File: src/rtl/mips_multicycle_ctrl_if.sv
// Control/status bundle between the multicycle MIPS controller (master) and its datapath (slave).
interface mips_multicycle_ctrl_if;
    logic [5:0] op;
    logic [5:0] funct;
    logic       zero;
    logic       mem_ready;
    logic       iord;
    logic       memwrite;
    logic       irwrite;
    logic       regdst;
    logic       memtoreg;
    logic       regwrite;
    logic       alusrca;
    logic [1:0] alusrcb;
    logic [1:0] pcsrc;
    logic       pcen;
    logic [2:0] alucontrol;
    logic [3:0] state;
    logic       illegal;

    modport master (
        input  op, funct, zero, mem_ready,
        output iord, memwrite, irwrite, regdst, memtoreg, regwrite, alusrca, alusrcb, pcsrc,
               pcen, alucontrol, state, illegal
    );

    modport slave (
        output op, funct, zero, mem_ready,
        input  iord, memwrite, irwrite, regdst, memtoreg, regwrite, alusrca, alusrcb, pcsrc,
               pcen, alucontrol, state, illegal
    );
endinterface

File: src/rtl/mips_multicycle_ctrl.sv
// Multicycle MIPS main controller: sequences fetch/decode/execute/memory/writeback over a shared
// memory port, with registered per-state controls gated by mem_ready, branch outcome and reset.
module mips_multicycle_ctrl #(
    parameter bit USE_MEM_READY = 1'b0,
    parameter bit EN_BNE        = 1'b1
) (
    input  logic                   clk,
    input  logic                   reset,
    mips_multicycle_ctrl_if.master bus
);

    typedef enum logic [3:0] {
        StFetch   = 4'd0,
        StDecode  = 4'd1,
        StMemAdr  = 4'd2,
        StMemRd   = 4'd3,
        StMemWb   = 4'd4,
        StMemWr   = 4'd5,
        StExecute = 4'd6,
        StAluWb   = 4'd7,
        StBranch  = 4'd8,
        StAddiEx  = 4'd9,
        StAddiWb  = 4'd10,
        StJump    = 4'd11
    } state_e;

    typedef struct packed {
        logic       iord;
        logic       memwrite;
        logic       irwrite;
        logic       regdst;
        logic       memtoreg;
        logic       regwrite;
        logic       alusrca;
        logic [1:0] alusrcb;
        logic [1:0] pcsrc;
        logic [1:0] aluop;
        logic       pcwrite;
        logic       branch;
    } ctrl_t;

    localparam logic [5:0] OpRtype = 6'b000000;
    localparam logic [5:0] OpLw    = 6'b100011;
    localparam logic [5:0] OpSw    = 6'b101011;
    localparam logic [5:0] OpBeq   = 6'b000100;
    localparam logic [5:0] OpBne   = 6'b000101;
    localparam logic [5:0] OpAddi  = 6'b001000;
    localparam logic [5:0] OpJ     = 6'b000010;

    // Moore control word for a state; irwrite/pcwrite here are pre-mem_ready-gating.
    function automatic ctrl_t decode(state_e s);
        ctrl_t c;
        c = '0;
        case (s)
            StFetch:   begin c.alusrcb = 2'b01; c.irwrite = 1'b1; c.pcwrite = 1'b1; end
            StDecode:  c.alusrcb = 2'b11;
            StMemAdr:  begin c.alusrca = 1'b1; c.alusrcb = 2'b10; end
            StMemRd:   c.iord = 1'b1;
            StMemWb:   begin c.memtoreg = 1'b1; c.regwrite = 1'b1; end
            StMemWr:   begin c.iord = 1'b1; c.memwrite = 1'b1; end
            StExecute: begin c.alusrca = 1'b1; c.aluop = 2'b10; end
            StAluWb:   begin c.regdst = 1'b1; c.regwrite = 1'b1; end
            StBranch:  begin
                c.alusrca = 1'b1;
                c.aluop   = 2'b01;
                c.pcsrc   = 2'b01;
                c.branch  = 1'b1;
            end
            StAddiEx:  begin c.alusrca = 1'b1; c.alusrcb = 2'b10; end
            StAddiWb:  c.regwrite = 1'b1;
            StJump:    begin c.pcsrc = 2'b10; c.pcwrite = 1'b1; end
            default:   c = '0;
        endcase
        return c;
    endfunction

    state_e state_q, state_d;
    ctrl_t  ctrl_q;
    logic   mr;
    logic   is_bne;
    logic   funct_ok;
    logic   illegal_dec;

    assign mr     = USE_MEM_READY ? bus.mem_ready : 1'b1;
    assign is_bne = EN_BNE && (bus.op == OpBne);

    always_comb begin
        unique case (bus.funct)
            6'b100000, 6'b100010, 6'b100100, 6'b100101, 6'b101010: funct_ok = 1'b1;
            default:                                               funct_ok = 1'b0;
        endcase
    end

    always_comb begin
        state_d     = StFetch;
        illegal_dec = 1'b0;
        case (state_q)
            StFetch:   state_d = mr ? StDecode : StFetch;
            StDecode: begin
                case (bus.op)
                    OpLw, OpSw: state_d = StMemAdr;
                    OpRtype:    if (funct_ok) state_d = StExecute; else illegal_dec = 1'b1;
                    OpBeq:      state_d = StBranch;
                    OpBne:      if (EN_BNE) state_d = StBranch; else illegal_dec = 1'b1;
                    OpAddi:     state_d = StAddiEx;
                    OpJ:        state_d = StJump;
                    default:    illegal_dec = 1'b1;
                endcase
            end
            StMemAdr:  state_d = (bus.op == OpLw) ? StMemRd : StMemWr;
            StMemRd:   state_d = mr ? StMemWb : StMemRd;
            StMemWr:   state_d = mr ? StFetch : StMemWr;
            StExecute: state_d = StAluWb;
            StAddiEx:  state_d = StAddiWb;
            default:   state_d = StFetch;
        endcase
    end

    // Reset preloads the FETCH word so the first cycle after release already drives fetch.
    always_ff @(posedge clk or posedge reset) begin
        if (reset) begin
            state_q <= StFetch;
            ctrl_q  <= decode(StFetch);
        end else begin
            state_q <= state_d;
            ctrl_q  <= decode(state_d);
        end
    end

    always_comb begin
        bus.iord       = 1'b0;
        bus.memwrite   = 1'b0;
        bus.irwrite    = 1'b0;
        bus.regdst     = 1'b0;
        bus.memtoreg   = 1'b0;
        bus.regwrite   = 1'b0;
        bus.alusrca    = 1'b0;
        bus.alusrcb    = 2'b00;
        bus.pcsrc      = 2'b00;
        bus.pcen       = 1'b0;
        bus.alucontrol = 3'b000;
        bus.illegal    = 1'b0;
        bus.state      = state_q;
        if (!reset) begin
            bus.iord     = ctrl_q.iord;
            bus.memwrite = ctrl_q.memwrite;
            bus.irwrite  = ctrl_q.irwrite & mr;
            bus.regdst   = ctrl_q.regdst;
            bus.memtoreg = ctrl_q.memtoreg;
            bus.regwrite = ctrl_q.regwrite;
            bus.alusrca  = ctrl_q.alusrca;
            bus.alusrcb  = ctrl_q.alusrcb;
            bus.pcsrc    = ctrl_q.pcsrc;
            bus.illegal  = illegal_dec;
            // Only the fetch-time PC write waits for memory; JUMP writes unconditionally.
            bus.pcen = (ctrl_q.pcwrite & ((state_q != StFetch) | mr))
                     | (ctrl_q.branch & (is_bne ? ~bus.zero : bus.zero));
            case (ctrl_q.aluop)
                2'b01:   bus.alucontrol = 3'b110;
                2'b10: begin
                    case (bus.funct)
                        6'b100010: bus.alucontrol = 3'b110;
                        6'b100100: bus.alucontrol = 3'b000;
                        6'b100101: bus.alucontrol = 3'b001;
                        6'b101010: bus.alucontrol = 3'b111;
                        default:   bus.alucontrol = 3'b010;
                    endcase
                end
                default: bus.alucontrol = 3'b010;
            endcase
        end
    end

endmodule
File: src/flat_wrapper.sv
// flat-port wrapper written by rule: the top's interface ports become plain ports
module mips_multicycle_ctrl_flat 
#(
    parameter bit USE_MEM_READY = 1'b0,
    parameter bit EN_BNE        = 1'b1
)
  (clk, reset, bus_op, bus_funct, bus_zero, bus_mem_ready, bus_iord, bus_memwrite, bus_irwrite, bus_regdst, bus_memtoreg, bus_regwrite, bus_alusrca, bus_alusrcb, bus_pcsrc, bus_pcen, bus_alucontrol, bus_state, bus_illegal);
  mips_multicycle_ctrl_if bus_i ();
  input  logic clk;
  input  logic reset;
  input wire logic [$bits(bus_i.op)-1:0] bus_op;
  input wire logic [$bits(bus_i.funct)-1:0] bus_funct;
  input wire logic [$bits(bus_i.zero)-1:0] bus_zero;
  input wire logic [$bits(bus_i.mem_ready)-1:0] bus_mem_ready;
  output wire logic [$bits(bus_i.iord)-1:0] bus_iord;
  output wire logic [$bits(bus_i.memwrite)-1:0] bus_memwrite;
  output wire logic [$bits(bus_i.irwrite)-1:0] bus_irwrite;
  output wire logic [$bits(bus_i.regdst)-1:0] bus_regdst;
  output wire logic [$bits(bus_i.memtoreg)-1:0] bus_memtoreg;
  output wire logic [$bits(bus_i.regwrite)-1:0] bus_regwrite;
  output wire logic [$bits(bus_i.alusrca)-1:0] bus_alusrca;
  output wire logic [$bits(bus_i.alusrcb)-1:0] bus_alusrcb;
  output wire logic [$bits(bus_i.pcsrc)-1:0] bus_pcsrc;
  output wire logic [$bits(bus_i.pcen)-1:0] bus_pcen;
  output wire logic [$bits(bus_i.alucontrol)-1:0] bus_alucontrol;
  output wire logic [$bits(bus_i.state)-1:0] bus_state;
  output wire logic [$bits(bus_i.illegal)-1:0] bus_illegal;
  assign bus_i.op = bus_op;
  assign bus_i.funct = bus_funct;
  assign bus_i.zero = bus_zero;
  assign bus_i.mem_ready = bus_mem_ready;
  assign bus_iord = bus_i.iord;
  assign bus_memwrite = bus_i.memwrite;
  assign bus_irwrite = bus_i.irwrite;
  assign bus_regdst = bus_i.regdst;
  assign bus_memtoreg = bus_i.memtoreg;
  assign bus_regwrite = bus_i.regwrite;
  assign bus_alusrca = bus_i.alusrca;
  assign bus_alusrcb = bus_i.alusrcb;
  assign bus_pcsrc = bus_i.pcsrc;
  assign bus_pcen = bus_i.pcen;
  assign bus_alucontrol = bus_i.alucontrol;
  assign bus_state = bus_i.state;
  assign bus_illegal = bus_i.illegal;
  mips_multicycle_ctrl #(.USE_MEM_READY(USE_MEM_READY), .EN_BNE(EN_BNE)) u_core (.clk(clk), .reset(reset), .bus(bus_i));
endmodule
File: config.mk
export PLATFORM = sky130hd
export DESIGN_NAME = mips_multicycle_ctrl_flat
export DESIGN_NICKNAME = d
export VERILOG_FILES = /design/src/rtl/mips_multicycle_ctrl_if.sv /design/src/rtl/mips_multicycle_ctrl.sv /design/src/flat_wrapper.sv
export SDC_FILE = /design/constraint.sdc
export NUM_CORES = 1
export LEC_CHECK = 0
export ABC_AREA = 1
export CELL_PAD_IN_SITES_DETAIL_PLACEMENT = 1
export CELL_PAD_IN_SITES_GLOBAL_PLACEMENT = 2
export CORE_MARGIN = 8
export CORE_UTILIZATION = 26
export DETAILED_ROUTE_END_ITERATION = 16
export PLACE_DENSITY = 0.8
export SLEW_MARGIN = 20
export SYNTH_ARGS = -nofsm -noshare
export SYNTH_HDL_FRONTEND = slang
export SYNTH_SLANG_ARGS = --single-unit
export TNS_END_PERCENT = 30
File: constraint.sdc
create_clock -name clk -period 1.75 [get_ports clk]
set_clock_uncertainty 0.15 [all_clocks]
set_input_delay 0.35 -clock clk [delete_from_list [all_inputs] [get_ports clk]]
set_output_delay 0.35 -clock clk [all_outputs]
set_load 0.01 [all_outputs]
==> summary.txt <==
Physical design

The clock net in this run drives a total of 18 sinks. The buffer and inverter count on the worst path stands at 2. The number of warning messages in the yosys log stands at 0. The routed layout has 1312 vias. The highest metal layer carrying signal wires in the routed design is met4. The endpoint identified for the worst register-to-register timing path is u_core.ctrl_q[8]. The via count of the first global-routing pass came to 1448. After detailed routing, the number of remaining DRC violations is 0. Yosys reports a chip area of 1192 µm². Per the timing report, the most critical flop-to-flop path originates at u_core.bus.state[0].

Looking at the max-slew report, the worst-margin pin has a slew of 362.8 ps. Setup repair after global routing could not meet its margin everywhere. The logic depth of the worst path, buffers included stands at 7. Counting stages on the worst path, the most repeated cell is sky130_fd_sc_hd__nand3_2. Of the combinational cells, the family taking the most area is simple AND/OR/NAND/NOR gates. The synthesized netlist devotes 0% of its cell area to XOR and XNOR gates. Entering global routing, the biggest net connects 19 pins.

The area growth from synthesis to layout stands at 71.25%. The number of hold buffers added after CTS was 0. The cell family contributing the most delay on the critical path is simple AND/OR/NAND/NOR gates. The overall chip area stands at 7009 µm². The final reports fail on negative setup slack. The post-synthesis instance total stands at 155.

The slew check shows that the tightest pin keeps a relative margin of 75.81%. The wire length of the first global-routing pass stands at 7051 µm. The flow ran to the end, but the final reports show violations.

Post-CTS repair ended up resizing 132 cells. The register bit total from synthesis stands at 18. The number of failing setup endpoints in the final timing report stands at 7. The total half-perimeter wirelength after legalization and detailed placement stands at 3166 µm. The power report puts the leakage power at 1.090 nW. The placement row count stands at 24. The routed wirelength on the met1 layer is recorded as 1684 µm.

The area of the core region stands at 4384 µm². The global routing report lists met3 layer usage as 2.148%. Following the worst setup path forward leads to its endpoint at bus_illegal.

The yosys cell count stands at 155. For this run, the top clock speed supported by timing is 538.8 MHz. The tree is rooted in a sky130_fd_sc_hd__clkbuf_8. The tool flagged a number of max-cap violations equal to 0. The critical path in this run is classified as primary input to output pin. The endpoint arrival time on the critical path stands at 1360 ps. Per STA, the startpoint of the critical path is bus_op[0]. Summing over the stages, the warning tally comes to 30. The data required time of the critical path stands at 1250 ps. After layout, the design draws a total of 1.787 mW.

The wire length after detailed routing stands at 4139 µm. In the detailed route, the total length drawn on met3 is 141 µm. The fraction of layout instances using a drive strength above 1 stands at 54.01%. In this run the vertical extent of the chip is 83.72 µm. The number of nets with antenna violations after routing stands at 0. The clock slew at the register clock pins of the worst setup and hold paths stands at 70 ps.

In this run the number of H-tree levels came out at 1. The first detailed-routing pass took 4 iterations. The simple-gate portion of the synthesized area stands at 40.19%.

0 antenna diodes ended up in the layout. Buffers inserted during clock tree synthesis total 3. The global placement routability congestion stands at 0.7498. The post-synthesis adder-cell area fraction stands at 2.099%. The width of the die stands at 83.72 µm.

The flow reported a cell area power density of 875.1 nW/µm². Per the CTS log, the buffer count on the longest clock path is 2. The cell sequence reported for the critical path is buf_4 > nor2_1 > nand3_2 > nand3_2 > nand3b_1 > a211oi_4 > buf_6. STA classifies the critical path startpoint as a primary input. The worst setup path is captured at an output pin. The initial antenna violation count stands at 0. Among all stages on the critical path, the largest delay is contributed by sky130_fd_sc_hd__a211oi_4. The logic depth of the worst register-to-register path stands at 11. The detailed router reports a met2 wire length of 2249 µm. For reference, the final report shows the hold violation count at 0. The count of buffers inserted at the top-level ports stands at 34. Pin placement for this block handled 36 I/O pins. VDD sags by at most 460.6 µV. The detailed router finished its first iteration with 30 violations. Note that the worst hold path type here is primary input to async pin.

For this run, the register share of the synthesized area comes to 38.09%. The highest fanout seen on the critical path stands at 4. The post-layout minimum cycle time stands at 1856 ps. After layout, the worst setup slack is -106.1 ps. Post-route period utilization is reported as 106.1%. In this run, the synthesized area fraction spent on AND-OR/OR-AND gates is recorded as 7.345%.
## synthesized netlist by cell type
cell type,instances,area [µm²]
sky130_fd_sc_hd__a211oi_1,2,15.01
sky130_fd_sc_hd__a21oi_1,4,20.02
sky130_fd_sc_hd__a21oi_2,1,8.760
sky130_fd_sc_hd__a21oi_4,1,16.27
sky130_fd_sc_hd__a31o_2,1,8.760
sky130_fd_sc_hd__clkbuf_1,1,3.750
sky130_fd_sc_hd__dfrtp_1,15,375.4
sky130_fd_sc_hd__dfstp_2,3,78.83
sky130_fd_sc_hd__ha_1,2,25.02
sky130_fd_sc_hd__inv_1,33,123.9
sky130_fd_sc_hd__inv_2,5,18.77
sky130_fd_sc_hd__nand2_1,16,60.06
sky130_fd_sc_hd__nand2_2,3,18.77
sky130_fd_sc_hd__nand2_4,1,11.26
sky130_fd_sc_hd__nand3_1,9,45.04
sky130_fd_sc_hd__nand3_2,6,60.06
sky130_fd_sc_hd__nand3_4,1,17.52
sky130_fd_sc_hd__nand3b_1,1,7.510
sky130_fd_sc_hd__nand4_1,4,25.02
sky130_fd_sc_hd__nor2_1,27,101.4
sky130_fd_sc_hd__nor2_2,9,56.30
sky130_fd_sc_hd__nor2_4,4,45.04
sky130_fd_sc_hd__nor2_8,1,20.02
sky130_fd_sc_hd__nor3_1,1,5.000
sky130_fd_sc_hd__o211ai_1,1,7.510
sky130_fd_sc_hd__o21ai_0,1,5.000
sky130_fd_sc_hd__o22ai_1,1,6.260
sky130_fd_sc_hd__or3_1,1,6.260
## per-stage QoR
step | hold slack (ps) | instances | setup WS [ps] | utilization [%] | instance area, µm²
after floorplan | 152.8 | 155 | 31.00 | - | 1192
final | 192.3 | 289 | -106.1 | 46.58 | 2042
after detailed placement | 563.5 | 274 | -910.8 | 42.47 | 1862
after global placement | 544.4 | 274 | -800.1 | 42.47 | 1862
after global routing | 236.2 | 289 | -170.2 | 46.58 | 2042
after CTS | 203.9 | 284 | -118.4 | 44.43 | 1948
## state kept, by name, indices dropped and copies added, names as in the netlist
| register | count |
|---|---|
| u_core.ctrl_q | 14 |
| u_core.bus.state | 4 |
## layout by cell type, fill, tap and decap left out, types with 7 or more instances in the layout
cell	count
sky130_fd_sc_hd__nor2_4	8
sky130_fd_sc_hd__dfrtp_1	15
sky130_fd_sc_hd__buf_4	43
sky130_fd_sc_hd__nor2_1	23
sky130_fd_sc_hd__nand3_2	7
sky130_fd_sc_hd__buf_6	8
sky130_fd_sc_hd__nor2_2	9
sky130_fd_sc_hd__dlygate4sd2_1	10
sky130_fd_sc_hd__buf_2	14
sky130_fd_sc_hd__inv_2	12
sky130_fd_sc_hd__nand2_1	15
sky130_fd_sc_hd__inv_1	24
## report_power, final
group / internal (mW) / leakage, nW / total (mW) / switching [mW]
clock network: 0.200 / 0.0288 / 0.346 / 0.146
registers: 0.527 / 0.235 / 0.567 / 0.0408
logic: 0.382 / 0.826 / 0.873 / 0.492
## layout make-up
class | count | area [µm²]
clock buffer | 4 | 55.05
fill | 553 | 2342
inverter | 38 | 147.6
multi-input combinational | 98 | 699.4
sequential | 18 | 454.2
tap | 52 | 65.06
timing repair buffer | 79 | 620.6
### I/O pins on the die edge

Drawn at 6 px/µm. Pins as bars across the die edge, other pins in grey.
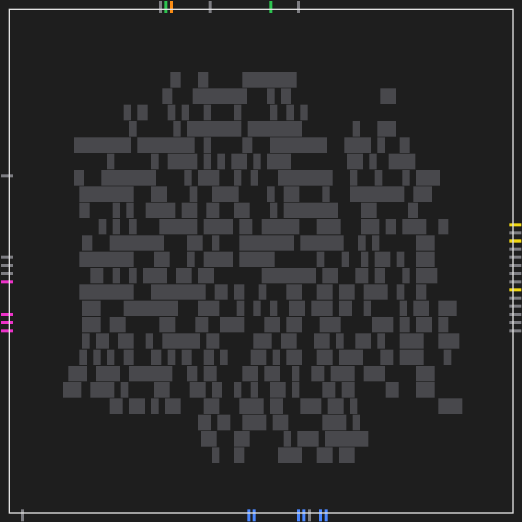
- bus_irwrite: orange (pins 1; direction output; edge north)
- bus_op: blue (pins 6; direction input; edge south)
- bus_state: magenta (pins 4; direction output; edge west)
- bus_pcsrc: green (pins 2; direction output; edge north)
- bus_alucontrol: yellow (pins 3; direction output; edge east)
- all pins by edge: 14 east, 8 south, 8 west, 6 north

### Routing congestion

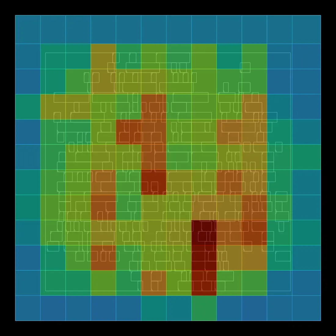
Global Route Usage Sum: 11.78%
drt wl/cell: 14.32 µm
met2 Track Usage GR: 22.95%
met1 track utilization from global routing: 12.92%
global routing's busiest layer: met2

### Met2 routing

Drawn at 6 px/µm.
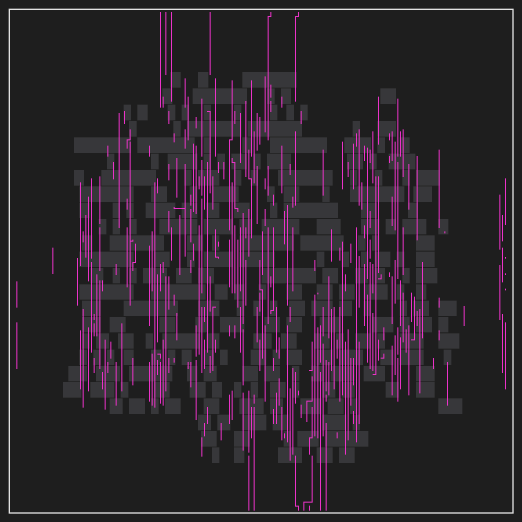
- share of all routed wire: 54%
- longest straight run: 37.4 µm
- wire length on this layer: 2250 µm
- nets with wire on the layer: 232
- main direction: vertical

### Metal 3

Drawn at 6 px/µm.
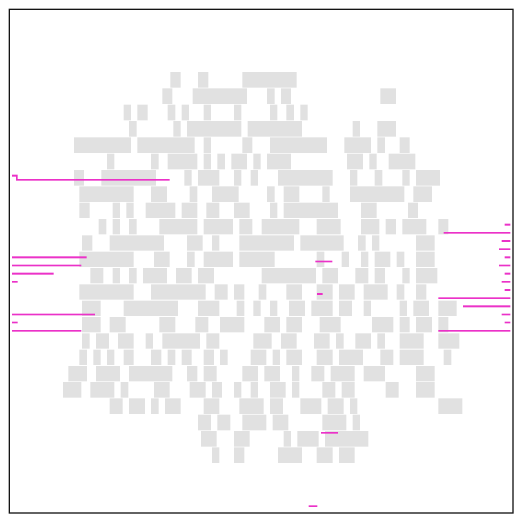
- main direction: horizontal
- wire length on this layer: 142 µm
- longest straight run: 25.3 µm
- share of all routed wire: 3.4%
- nets with wire on the layer: 24

### Wiring heat map

Drawn at 4 px/µm. 17 x 17 tiles, from dark blue (low) to red (high), scaled to the fullest tile. Values are wire area over tile area, all layers added.
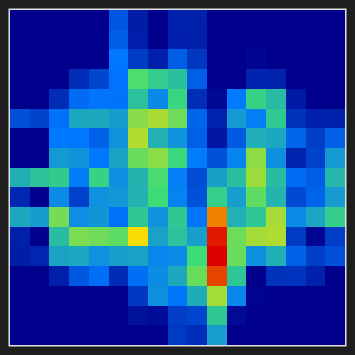
- emptiest ninth of the die: north-east
- densest ninth of the die: centre
- nearly empty tiles: 34%
- mean over tiles: 0.091

Power figures rest on the tool's default switching activity, not on a simulated workload.
